## src/rtl/uart_tx_arbiter.sv

```systemverilog
// uart_tx_arbiter: round-robin sharing of one UART transmitter between
// NUM_REQ requesters. Each requester owns a one-entry holding slot; the
// FSM frames the winning slot as {id, payload}, strobes tx_send and
// follows tx_busy until the byte has left or the UART never started.
//
// state        | meaning
// -------------+-----------------------------------------------------------
// S_IDLE       | no byte in flight; grants the next full slot round-robin
// S_SEND       | framed byte on tx_data, tx_send high for this one cycle
// S_WAIT_START | waiting for tx_busy to rise, bounded by START_TIMEOUT
// S_WAIT_DONE  | UART shifting the byte; leaves when tx_busy falls

module uart_tx_arbiter #(
    parameter int NUM_REQ       = 2,
    parameter int ID_BITS       = $clog2(NUM_REQ),
    parameter int PAYLOAD_BITS  = 8 - ID_BITS,
    parameter int START_TIMEOUT = 16
) (
    input  logic                            clock,
    input  logic                            reset_n,
    input  logic [NUM_REQ-1:0]              req_valid,
    input  logic [NUM_REQ*PAYLOAD_BITS-1:0] req_data,
    output logic [NUM_REQ-1:0]              req_ready,
    output logic [7:0]                      tx_data,
    output logic                            tx_send,
    input  logic                            tx_busy,
    output logic [ID_BITS-1:0]              grant_id,
    output logic                            busy,
    output logic                            sent,
    output logic                            timeout_err
);

    typedef enum logic [1:0] {
        S_IDLE,
        S_SEND,
        S_WAIT_START,
        S_WAIT_DONE
    } state_t;

    // Down-counter starts at START_TIMEOUT-1 so terminal count 0 lands
    // exactly START_TIMEOUT cycles after the SEND cycle.
    localparam logic [7:0]         CNT_INIT  = 8'(START_TIMEOUT - 1);
    localparam logic [ID_BITS-1:0] LAST_INIT = ID_BITS'(NUM_REQ - 1);

    state_t                  state_q;
    state_t                  state_d;
    logic [NUM_REQ-1:0]      full_q;
    logic [PAYLOAD_BITS-1:0] slot_data_q [NUM_REQ];
    logic [ID_BITS-1:0]      last_q;
    logic [ID_BITS-1:0]      win_id;
    logic                    win_found;
    logic                    grant_en;
    logic                    cnt_load;
    logic [7:0]              cnt_q;
    logic [7:0]              tx_data_q;
    logic [ID_BITS-1:0]      grant_q;

    assign req_ready = ~full_q;
    assign tx_data   = tx_data_q;
    assign grant_id  = grant_q;
    assign busy      = (state_q != S_IDLE);

    // Round-robin pick: first full slot above last, then wrap to the lowest.
    always_comb begin
        win_found = 1'b0;
        win_id    = '0;
        for (int i = 0; i < NUM_REQ; i++) begin
            if (!win_found && full_q[i] && (i > int'(last_q))) begin
                win_found = 1'b1;
                win_id    = ID_BITS'(i);
            end
        end
        for (int i = 0; i < NUM_REQ; i++) begin
            if (!win_found && full_q[i] && (i <= int'(last_q))) begin
                win_found = 1'b1;
                win_id    = ID_BITS'(i);
            end
        end
    end

    // Holding slots: capture on valid&&ready, empty on grant (never both).
    always_ff @(posedge clock or negedge reset_n) begin
        if (!reset_n) begin
            full_q <= '0;
            for (int i = 0; i < NUM_REQ; i++) begin
                slot_data_q[i] <= '0;
            end
        end else begin
            for (int i = 0; i < NUM_REQ; i++) begin
                if (grant_en && (win_id == ID_BITS'(i))) begin
                    full_q[i] <= 1'b0;
                end else if (req_valid[i] && !full_q[i]) begin
                    full_q[i]      <= 1'b1;
                    slot_data_q[i] <= req_data[i*PAYLOAD_BITS +: PAYLOAD_BITS];
                end
            end
        end
    end

    // State register.
    always_ff @(posedge clock or negedge reset_n) begin
        if (!reset_n) begin
            state_q <= S_IDLE;
        end else begin
            state_q <= state_d;
        end
    end

    // Next-state and strobe decode; all strobes are state-derived so an
    // asynchronous reset clears them immediately.
    always_comb begin
        state_d     = state_q;
        grant_en    = 1'b0;
        cnt_load    = 1'b0;
        tx_send     = 1'b0;
        sent        = 1'b0;
        timeout_err = 1'b0;
        unique case (state_q)
            S_IDLE: begin
                if (win_found) begin
                    grant_en = 1'b1;
                    state_d  = S_SEND;
                end
            end
            S_SEND: begin
                tx_send  = 1'b1;
                cnt_load = 1'b1;
                state_d  = S_WAIT_START;
            end
            S_WAIT_START: begin
                if (tx_busy) begin
                    state_d = S_WAIT_DONE;
                end else if (cnt_q == 8'd0) begin
                    timeout_err = 1'b1;
                    state_d     = S_IDLE;
                end
            end
            S_WAIT_DONE: begin
                if (!tx_busy) begin
                    sent    = 1'b1;
                    state_d = S_IDLE;
                end
            end
            default: state_d = S_IDLE;
        endcase
    end

    // Start timeout down-counter.
    always_ff @(posedge clock or negedge reset_n) begin
        if (!reset_n) begin
            cnt_q <= CNT_INIT;
        end else if (cnt_load) begin
            cnt_q <= CNT_INIT;
        end else if ((state_q == S_WAIT_START) && (cnt_q != 8'd0)) begin
            cnt_q <= cnt_q - 8'd1;
        end
    end

    // Frame register and grant bookkeeping, held until the next grant.
    always_ff @(posedge clock or negedge reset_n) begin
        if (!reset_n) begin
            tx_data_q <= '0;
            grant_q   <= '0;
            last_q    <= LAST_INIT;
        end else if (grant_en) begin
            tx_data_q <= 8'({win_id, slot_data_q[win_id]});
            grant_q   <= win_id;
            last_q    <= win_id;
        end
    end

endmodule

```

## config.mk

```make
export PLATFORM = sky130hd
export DESIGN_NAME = uart_tx_arbiter
export DESIGN_NICKNAME = d
export VERILOG_FILES = /design/src/rtl/uart_tx_arbiter.sv
export SDC_FILE = /design/constraint.sdc
export NUM_CORES = 1
export LEC_CHECK = 0
export ABC_AREA = 1
export CAP_MARGIN = 20
export CELL_PAD_IN_SITES_DETAIL_PLACEMENT = 0
export CELL_PAD_IN_SITES_GLOBAL_PLACEMENT = 2
export CORE_MARGIN = 3
export CORE_UTILIZATION = 33
export CTS_CLUSTER_SIZE = 30
export DETAILED_ROUTE_END_ITERATION = 8
export GPL_TIMING_DRIVEN = 0
export PLACE_DENSITY_LB_ADDON = 0.1
export SLEW_MARGIN = 10
export SYNTH_ARGS = -nofsm -noshare
export SYNTH_HDL_FRONTEND = slang
export SYNTH_SLANG_ARGS = --single-unit
```

## constraint.sdc

```tcl
create_clock -name clock -period 2.4 [get_ports clock]
set_clock_uncertainty 0.15 [all_clocks]
set_input_delay 0.48 -clock clock [delete_from_list [all_inputs] [get_ports clock]]
set_output_delay 0.48 -clock clock [all_outputs]
set_load 0.05 [all_outputs]
```

**Metal 1**

Drawn at 4 px/um. Supply wires on this layer in grey.
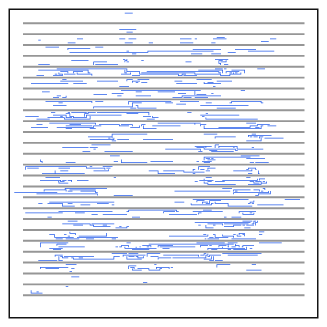
longest straight run = 21.2 um
share of all routed wire = 46%
nets with wire on the layer = 211
wire length reported by the detailed router: 3670 um
number of vias after detailed routing: 1298
met1 routing resource usage after global routing: 0.172

**Metal 2**

Drawn at 4 px/um. Cells faint in the background.
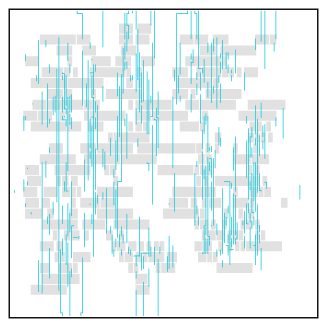
main direction = vertical
longest straight run = 63.2 um
share of all routed wire = 49%
wire length on this layer = 1800 um
nets with wire on the layer = 203
met2 global-route usage: 0.220

**Signal wires on met3**

Drawn at 4 px/um.
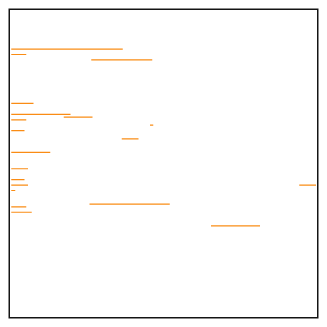
main direction = horizontal
wire length on this layer = 148 um
longest straight run = 27.6 um
nets with wire on the layer = 17
share of all routed wire = 4.0%

**I/O pins on the die edge**

Drawn at 4 px/um. Pins as bars across the die edge, other pins in grey.
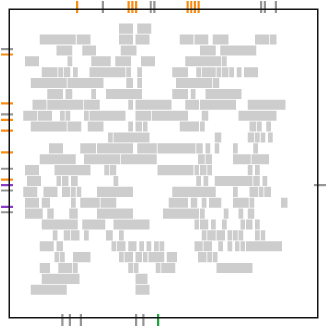
`timeout_err` -> green  # pins 1, direction output, edge bottom
`req_valid` -> purple  # pins 2, direction input, edge left
`req_data` -> orange  # pins 14, direction input, edge 8 top, 6 left
all pins by edge = 14 top, 13 left, 6 bottom, 1 right

**Cell outlines without signal wires**

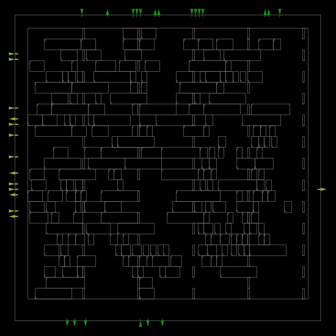
Taps Inserted: 67
count of sequential standard cells: 35
total core area: 0.00479 sq mm
Util after Layout: 0.453

==> run summary <==
Implementation numbers.

- The detailed route wirelength on metal3 is 148 um.
- Excluding fillers, the count of instances in the completed layout stands at 287.
- The achievable clock frequency reads 428 MHz.
- The post-route worst hold slack reads 0.127 ns.
- TritonCTS reports the number of clock sinks as 35.
- The reported max-cap violation count reads 0.
- The critical-path cell with the highest stage delay is sky130_fd_sc_hd__clkdlybuf4s50_1.
- Clock tree synthesis selected as its root buffer the cell sky130_fd_sc_hd__clkbuf_8.
- Among all cell types in the netlist, the one instantiated most often is sky130_fd_sc_hd__nand2_1.
- The source of the worst register-to-register timing path is cnt_q[0]$_DFFE_PN1P_.
- Of the post-synthesis cell area, the dominant cell type holds 0.455.
- The minimum clock period after layout is 2.34 ns.
- The pin count of the biggest net entering global routing reads 36.
- The average instance in the mapped netlist occupies 9.23 sq um.
- Of the total synthesized cell area, the portion taken by AND, OR, NAND and NOR gates is 0.253.
- Together, buffers and inverters on the worst path number 2.
- The signal on the critical path passes through inv_1, clkdlybuf4s50_1.
- The buffer_ports step reported a buffer count of 33.
- The count of synthesis-stage warnings from yosys is 0.
- Multi-input combinational cells in the finished layout were counted as 123.
- The highest layer touched by signal routing is met4.
- After detailed placement, the total cell area comes to 0.00207 sq mm.
- Setup total negative slack on the finished layout was measured at 0 ns.
- Ranking logic cells in the layout by count gives the top entries sky130_fd_sc_hd__nand2_1, sky130_fd_sc_hd__dfrtp_1, sky130_fd_sc_hd__clkdlybuf4s50_1.
- For the pin with the worst max-slew slack, the measured transition is 0.791 ns.
- The setup fix buffers added after clock tree synthesis reads 0.
- Per the final layout report, the fraction of cells sized above drive strength 1 comes to 0.209.
- The maximum fanout count along the critical path is 5.
- The via count of the first global-routing pass reads 1345.
- The detail route stage leaves a number of antenna-violating nets equal to 0.
- In the post-synthesis netlist, the biggest area contributors are sky130_fd_sc_hd__dfrtp_1, sky130_fd_sc_hd__nand2_1, sky130_fd_sc_hd__mux2_2.
- The sequential cell fraction of total power is 0.326.
- The biggest power consumer among the groups is combinational cells.
- The share of the Yosys chip area taken by registers is 0.534.
- The routed design uses 1800 um of met2 wire.
- The internal power summed over all cells is 1.82 mW.
- The critical path capture point reads req_ready[0].
- The clock-cell share of area is 0.0490.
- The net switching power of the design is 1.48 mW.
- In the post-route analysis, the smallest setup slack over all paths is 0.0620 ns.
- The diode insertion count for antenna repair is 0.
- Dividing the detail-routed via count by the number of cells gives 4.52.
- Summing all multiplexer cells gives an area fraction of 0.0955.
- In the final layout, the fill cell count is 472.
- Of the total power, combinational logic draws 0.518.
- The xor/xnor share of the synthesized area is 0.00530.
- The register with the most flip-flops in the layout has 14 of them.
- The number of non-clock inverters reads 20.
- The netlist area before placement reads 0.00165 sq mm.
- The final max-slew violation count is 0.
- Per the slew report, the remaining headroom to the max-slew limit stands at 0.473.
- The cell count listed in synth_stat.txt reads 179.
- STA shows the worst reg2reg path with a cell count of 8.
- The share of power burned in the clock network reads 0.156.
- In this run, synthesis inferred 0 flip-flops with an integrated enable.
- Walking the critical path from launch to capture passes 2 cell instances.
- The highest-utilization routing layer at the global route stage is met2.
- The sum of internal, switching and leakage power is 3.30 mW.
- The arrival time reported for the critical path endpoint reads 1.71 ns.
- The largest register by flop count reads slot_data_q.
- The combinational family with the most area after synthesis reads simple AND/OR/NAND/NOR gates.
- The switching portion of total power is 0.449.
- Per report_power, the Clock row totals 514 uW.
- The global-route wire length before repair reads 6340 um.
- After detailed placement, the design holds a cell count of 279.
- The timing startpoint of the critical path is full_q[0]$_DFFE_PN0P_.
- The category of the critical setup timing path reads flop to primary output.
- After clock tree synthesis, the repair step resized 8 gates.
- The final tally of hold violations is 0.
- The flow ran to the end, and the final reports show no timing, DRC or antenna violations.
- The share of the core area taken by cells at floorplan is 0.345.
- Across the VDD grid, the largest voltage drop is 0.760 mV.
- The top flip-flop cell by instance count after synthesis is sky130_fd_sc_hd__dfrtp_1.
- Sequential power for this build is 1.08 mW.
- The most frequent logic cell in the layout is sky130_fd_sc_hd__nand2_1.
Power is estimated from default activity; no workload was simulated.
